Design evm_ballot_controller, sky130hd; sources not shown.
==> run_1/layer_met1.png <==
Supply wires on this layer in gray.
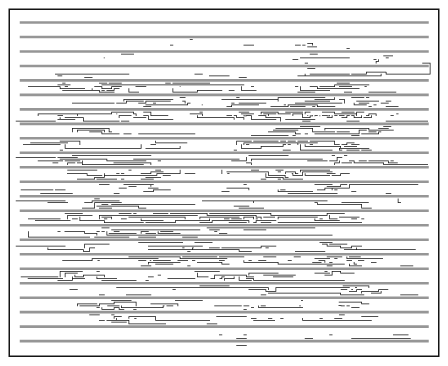
- main direction: horizontal
- share of all routed wire: 54%
- nets with wire on the layer: 226
- wire length on this layer: 2140 um
global routing met1 resource utilization: 24.34%
total vias in the final route: 1551
final wirelength: 3980 um

==> run_1/layer_met2.png <==
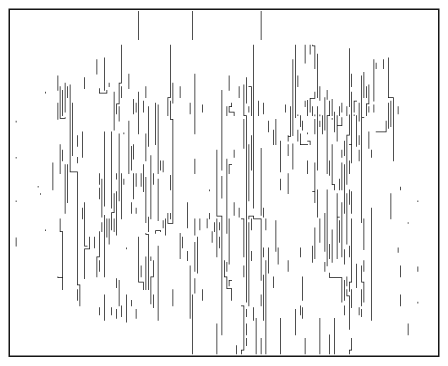
- nets with wire on the layer: 207
- share of all routed wire: 41%
- main direction: vertical
- wire length on this layer: 1640 um
- longest straight run: 35.0 um
GR met2 Demand/Resource: 23.74%

==> run_1/layer_met3.png <==
The bar under the picture is 20 um long. Cells faint in the background.
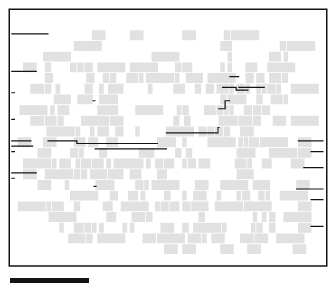
- nets with wire on the layer: 19
- longest straight run: 20.5 um
- wire length on this layer: 144 um
- main direction: horizontal
- share of all routed wire: 3.6%
met3 GRT Util: 4.225%

==> run_1/logic_types.png <==
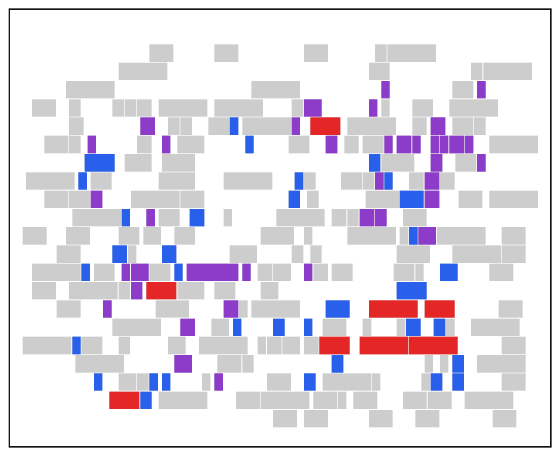
- NOR gates: blue (cells 34)
- adder and majority cells: red (cells 8)
- NAND gates: purple (cells 38)
Top cell excl fill/tap: dfxtp_1
Comb/total area: 44.93%
fin cells: 293

==> GITHUB_STEP_SUMMARY, run 1 <==
### Yosys + OpenROAD results

| Metric | Value |
|---|---|
| Cells on worst reg2reg path | `7` |
| Cell Type Count | `47` |
| Core area | `4597 sq um` |
| Maximum vdd ir drop | `110.6 uV` |
| H-tree Lvls | `2` |
| Syn_area_per_cell | `8.797 sq um` |
| Resized Gates After CTS | `0` |
| Setup ws final | `1824 ps` |
| Worst-skew pair later-pin latency | `280 ps` |
| Slowest-stage cell, CP | `fa_1` |
| Maximum clock insertion buffer count | `2` |
| Die Ht | `64.90 um` |
| Setup crit start kind | `primary input` |
| Hold slack | `493.2 ps` |
| Post-Syn Area | `1724 sq um` |
| # Cells Yosys | `196` |
| Largest net degree at the start of global routing | `11` |
| Async SR Flop Fraction | `0%` |
| First-pass GRT wire length | `6706 um` |
| CP Data Required Time | `6910 ps` |
| First-iteration detailed-routing DRC count | `82` |
| Routability cong. | `0.8112` |
| Post-DP HPWL | `2852 um` |
| Switching part of the total | `31.82%` |
| Die area | `5216 sq um` |
| Cell Chain, Critical Path | `clkdlybuf4s50_1, inv_1, fa_1, fa_1, inv_1, ha_1, fa_1, or3b_1, clkbuf_1, or3_4, or3_1, a21oi_1` |
| Simple share | `29.97%` |
| Final instance area | `2186 sq um` |
| Crit share post-route | `72.78%` |
| Yosys stat chip area | `1724 sq um` |
| Port bufs | `30` |
| Root Buffer | `clkbuf_8` |
| Congestion Overflow GR | `0` |
| Synth mux share | `0.5806%` |
| Crit-path most repeated cell | `fa_1` |
| Worst Skew | `7.024 ps` |
| Outcome | `complete, no violations` |
| CP delay by family, top | `adder cells` |
| Internal Power | `318.6 uW` |
| DP Area | `2100 sq um` |
| Die Wd | `80.38 um` |
| Post-layout util | `47.55%` |
| Nets@finish | `251` |
| Initial Utilization | `37.51%` |
| Power Density | `213.8 nW/um^2` |
| Adder share | `7.112%` |
| MaxCap Viol Count | `0` |
| Ports | `31` |
| Worst-path clk slew | `70 ps` |
| Crit path time final | `4876 ps` |
| Final Hold Fails | `0` |
| Setup TNS | `0 ps` |
| GRT Util Overall | `16.85%` |
| Cell type with the largest total area | `dfxtp_1` |
| Clk sinks | `33` |
| Clk network pwr share | `32.6%` |
| Ys Warns | `0` |
| Hold crit path type | `flip-flop to flip-flop` |
| CTS tree | `built` |
| Worst slew pin tran | `974.5 ps` |
| Combinational share of power | `22.7%` |
| Largest stage delay on the critical path | `490 ps` |
| WP depth | `12` |
| Cts hold-fix bufs | `0` |
| Placed cells | `286` |
| Avg WL per Cell | `13.58 um` |
| Crit. End Element | `flip-flop` |
| Number of OpenROAD warnings | `27` |
| Seq/Total Area, Yosys | `38.32%` |
| Synth top area share | `38.32%` |
| Top comb family, area | `simple AND/OR/NAND/NOR gates` |
| Pins Over Slew Limit | `0` |
| Via density | `5.294` |
| Pwr Total | `467.3 uW` |
| Antenna-violating nets left | `0` |
| Leak | `0.0007649 uW` |
| Vias in the first global route | `1387` |
| Layout cells sized above 1 | `6.867%` |
| Post-CTS setup buffer count | `0` |
| Switch Pwr | `148.7 uW` |
-- run 1: routing by layer --
layer	vias to the layer above	track usage [%]	part of all wire (%)
met2	30	23.74	41
met3	5	4.225	3.6
li1	789	-	-
met1	727	24.34	54
met4	0	6.466	1.2
met5	-	0	0
-- run 1: area by class of cell --
| cell class | count | area [sq um] |
|---|---|---|
| repair buffers | 30 | 300.3 |
| flip-flops and latches | 33 | 660.6 |
| fillers | 459 | 2411 |
| clock buffers | 7 | 86.33 |
| plain buffers | 6 | 31.28 |
| well taps | 60 | 75.07 |
| inverters | 13 | 50.05 |
| multi-input cells | 144 | 982.2 |
-- run 1: power groups by stage --
stage	Combinational (uW)	Sequential [uW]	Clock [uW]
after floorplan	69.1	221	0
after global placement	105	213	0
after detailed placement	106	213	0
after CTS	107	209	160
after global routing	115	210	169
final	106	209	152
==> run 2: changes to the inputs <==
==> constraint.sdc (replaced) <==
create_clock -name CLK -period 4.8 [get_ports CLK]
set_input_delay 0.96 -clock CLK [delete_from_list [all_inputs] [get_ports CLK]]
set_output_delay 0.96 -clock CLK [all_outputs]
set_load 0.1 [all_outputs]
==> run_2/layer_met2.png <==
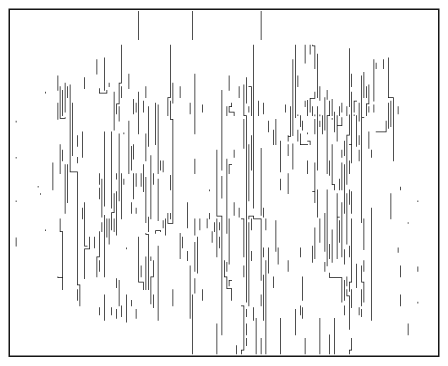
- share of all routed wire: 41%
- longest straight run: 35.0 um
- main direction: vertical
- wire length on this layer: 1640 um

==> GITHUB_STEP_SUMMARY, run 2 <==
### Yosys + OpenROAD results

| Metric | Value |
|---|---|
| Met3 routed wirelength | `143 um (unchanged)` |
| Syn nets | `214` |
| Root Buffer | `clkbuf_8` |
| Maximum clock insertion buffer count | `2 (unchanged)` |
| Ys Warns | `0 (unchanged)` |
| Cell Type Count | `47 (unchanged)` |
| Core area | `4597 sq um (unchanged)` |
| Crit path time final | `4496 ps` |
| Gr busiest metal | `met1` |
| Resized Gates After CTS | `0 (unchanged)` |
| Number of enable flip-flop cells | `0` |
| Sequential power | `292 uW (+40%)` |
| Combinational share of power | `22.7% (about the same)` |
| Largest net degree at the start of global routing | `11 (unchanged)` |
| Number of OpenROAD warnings | `27 (unchanged)` |
| Post-layout util | `47.55% (unchanged)` |
| CP max FO | `9` |
| Switching part of the total | `31.82% (about the same)` |
| Worst-skew pair later-pin latency | `280 ps (about the same)` |
| Total vias in the final route | `1551 (unchanged)` |
| H-tree Lvls | `2 (unchanged)` |
| Crit-path most repeated cell | `fa_1` |
| Met3 GRT Util | `4.225% (unchanged)` |
| P_clk | `212 uW (+39%)` |
| Worst Path Arrival | `4710 ps` |
| Cells on worst reg2reg path | `7 (unchanged)` |
| GRT Util Overall | `16.85% (unchanged)` |
| DP Area | `2100 sq um (unchanged)` |
| Setup ws final | `303.6 ps (-1520 ps)` |
| Post-DP HPWL | `2852 um (unchanged)` |
| Congestion Overflow GR | `0 (unchanged)` |
| M1 WL | `2143 um (unchanged)` |
| Hold slack | `493.2 ps (unchanged)` |
| Die area | `5216 sq um (unchanged)` |
| Top Layer Used | `met4` |
| FF/Latch Area | `660.6 sq um (unchanged)` |
| Pins Over Slew Limit | `0 (unchanged)` |
| Pwr Total | `652.2 uW (+40%)` |
| Post-Syn Area | `1724 sq um (unchanged)` |
| Switch Pwr | `207.5 uW (+40%)` |
| Die Ht | `64.90 um (unchanged)` |
| Hold crit path type | `flip-flop to flip-flop` |
| Power Density | `298.4 nW/um^2 (+40%)` |
| P_comb | `148 uW (+40%)` |
| Synth top area share | `38.32% (unchanged)` |
| Outcome | `complete, no violations` |
| Global routing met1 resource utilization | `24.34% (unchanged)` |
| Commonest flop | `dfxtp_1` |
| Adder share | `7.112% (unchanged)` |
| Logic area | `982.2 sq um (unchanged)` |
| Syn_area_per_cell | `8.797 sq um (unchanged)` |
| Synth mux share | `0.5806% (unchanged)` |
| Final wirelength | `3980 um (unchanged)` |
| Max power group | `sequential cells` |
| Placed cells | `286 (unchanged)` |
| Critical path class | `primary input to flip-flop` |
| Nets@finish | `251 (unchanged)` |
| Filler cells | `459 (unchanged)` |
| CP delay by family, top | `adder cells` |
| First-iteration detailed-routing DRC count | `82 (unchanged)` |
| Top comb family, area | `simple AND/OR/NAND/NOR gates` |
| # Cells Yosys | `196 (unchanged)` |
| Yosys stat chip area | `1724 sq um (unchanged)` |
| Leak | `0.0007649 uW (unchanged)` |
| Ports | `31 (unchanged)` |
| Initial antenna violation count | `0` |
| Cts hold-fix bufs | `0 (unchanged)` |
| Slowest-stage cell, CP | `fa_1` |
| Top cells, area | `dfxtp_1 (38%), nand2_1 (4.1%), ha_1 (3.6%)` |
| Layout cells sized above 1 | `6.867% (unchanged)` |
| MaxCap Viol Count | `0 (unchanged)` |
| Largest stage delay on the critical path | `490 ps (about the same)` |
| Hold Path Depth | `2` |
| Final Hold Fails | `0 (unchanged)` |
| Port bufs | `30 (unchanged)` |
| Routability cong. | `0.8112 (unchanged)` |
| Simple share | `29.97% (unchanged)` |
| GR met2 Demand/Resource | `23.74% (unchanged)` |
| Setup TNS | `0 ps (unchanged)` |
| WP depth | `12 (unchanged)` |
| Worst slew pin tran | `974.5 ps (unchanged)` |
| Internal Power | `444.7 uW (+40%)` |
| Initial Utilization | `37.51% (unchanged)` |
| Clk sinks | `33 (unchanged)` |
| Vias in the first global route | `1387 (unchanged)` |
| Yosys xor share | `4.572%` |
| Top Layout Cells | `dfxtp_1 (33), clkdlybuf4s50_1 (30), nand2_1 (19)` |
| Cell Chain, Critical Path | `clkdlybuf4s50_1, inv_1, fa_1, fa_1, inv_1, ha_1, fa_1, or3b_1, clkbuf_1, or3_4, or3_1, a21oi_1` |
| Setup crit start kind | `primary input` |
| Antenna Diode Count | `0` |
| Avg WL per Cell | `13.58 um (unchanged)` |
| Post-Synthesis Cells | `196` |
| Clk network pwr share | `32.6% (about the same)` |
| Maximum vdd ir drop | `154.4 uV (+40%)` |
| CTS tree | `built` |
| Final instance area | `2186 sq um (unchanged)` |
| Antenna-violating nets left | `0 (unchanged)` |
| First-pass GRT wire length | `6706 um (unchanged)` |
| Worst Skew | `7.024 ps (unchanged)` |
| Metal2 WL | `1644 um (unchanged)` |
| Cell type with the largest total area | `dfxtp_1` |
| RSZ-0062 raised after global routing | `no` |
| Crit. End Element | `flip-flop` |
| Die Wd | `80.38 um (unchanged)` |
| Via density | `5.294 (unchanged)` |
| Seq/Total Area, Yosys | `38.32% (unchanged)` |
| Post-CTS setup buffer count | `0 (unchanged)` |
| CP Data Required Time | `5010 ps (-1900 ps)` |
| Crit share post-route | `93.68%` |
| Async SR Flop Fraction | `0% (unchanged)` |
| Fin cells | `293 (unchanged)` |
| Top cell excl fill/tap | `dfxtp_1` |
| Worst-path clk slew | `70 ps (about the same)` |
==> run_2/logic_types.png <==
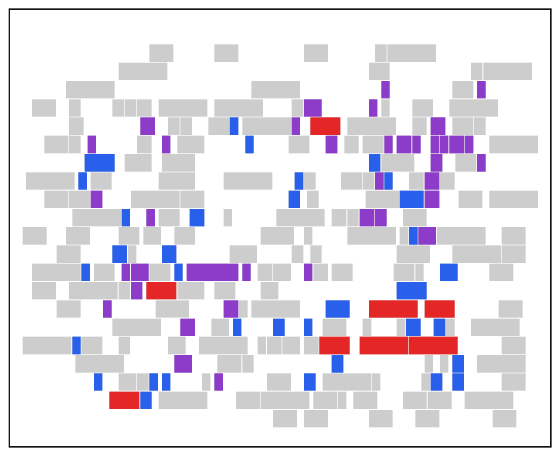
- adder and majority cells: red (cells 8)
- NAND gates: purple (cells 38)
- NOR gates: blue (cells 34)

[run 2: cell type report]
cell class | count | area share [%]
Multi-Input combinational cell | 144 | 44.93
Sequential cell | 33 | 30.22
Timing Repair Buffer | 30 | 13.74
Clock buffer | 7 | 3.950
Tap cell | 60 | 3.434
Inverter | 13 | 2.290
Buffer | 6 | 1.431
[run 2: worst reg2reg max path: stages, from the launching register on]
cell      delay, ps
dfxtp_1         450
or3b_1          160
buf_6           140
clkinv_2        100
buf_2           200
a311oi_1        750
nand2_1         130
o311ai_0        120
[run 2: cell families after synthesis]
| group | count (synthesis) |
|---|---|
| compound gates | 38 |
| xor+xnor | 9 |
| fa+ha+maj | 8 |
| buf+inv | 19 |
| flops | 33 |
| mux | 1 |
| simple gates | 88 |
Power figures rest on the tool's default switching activity, not on a simulated workload.
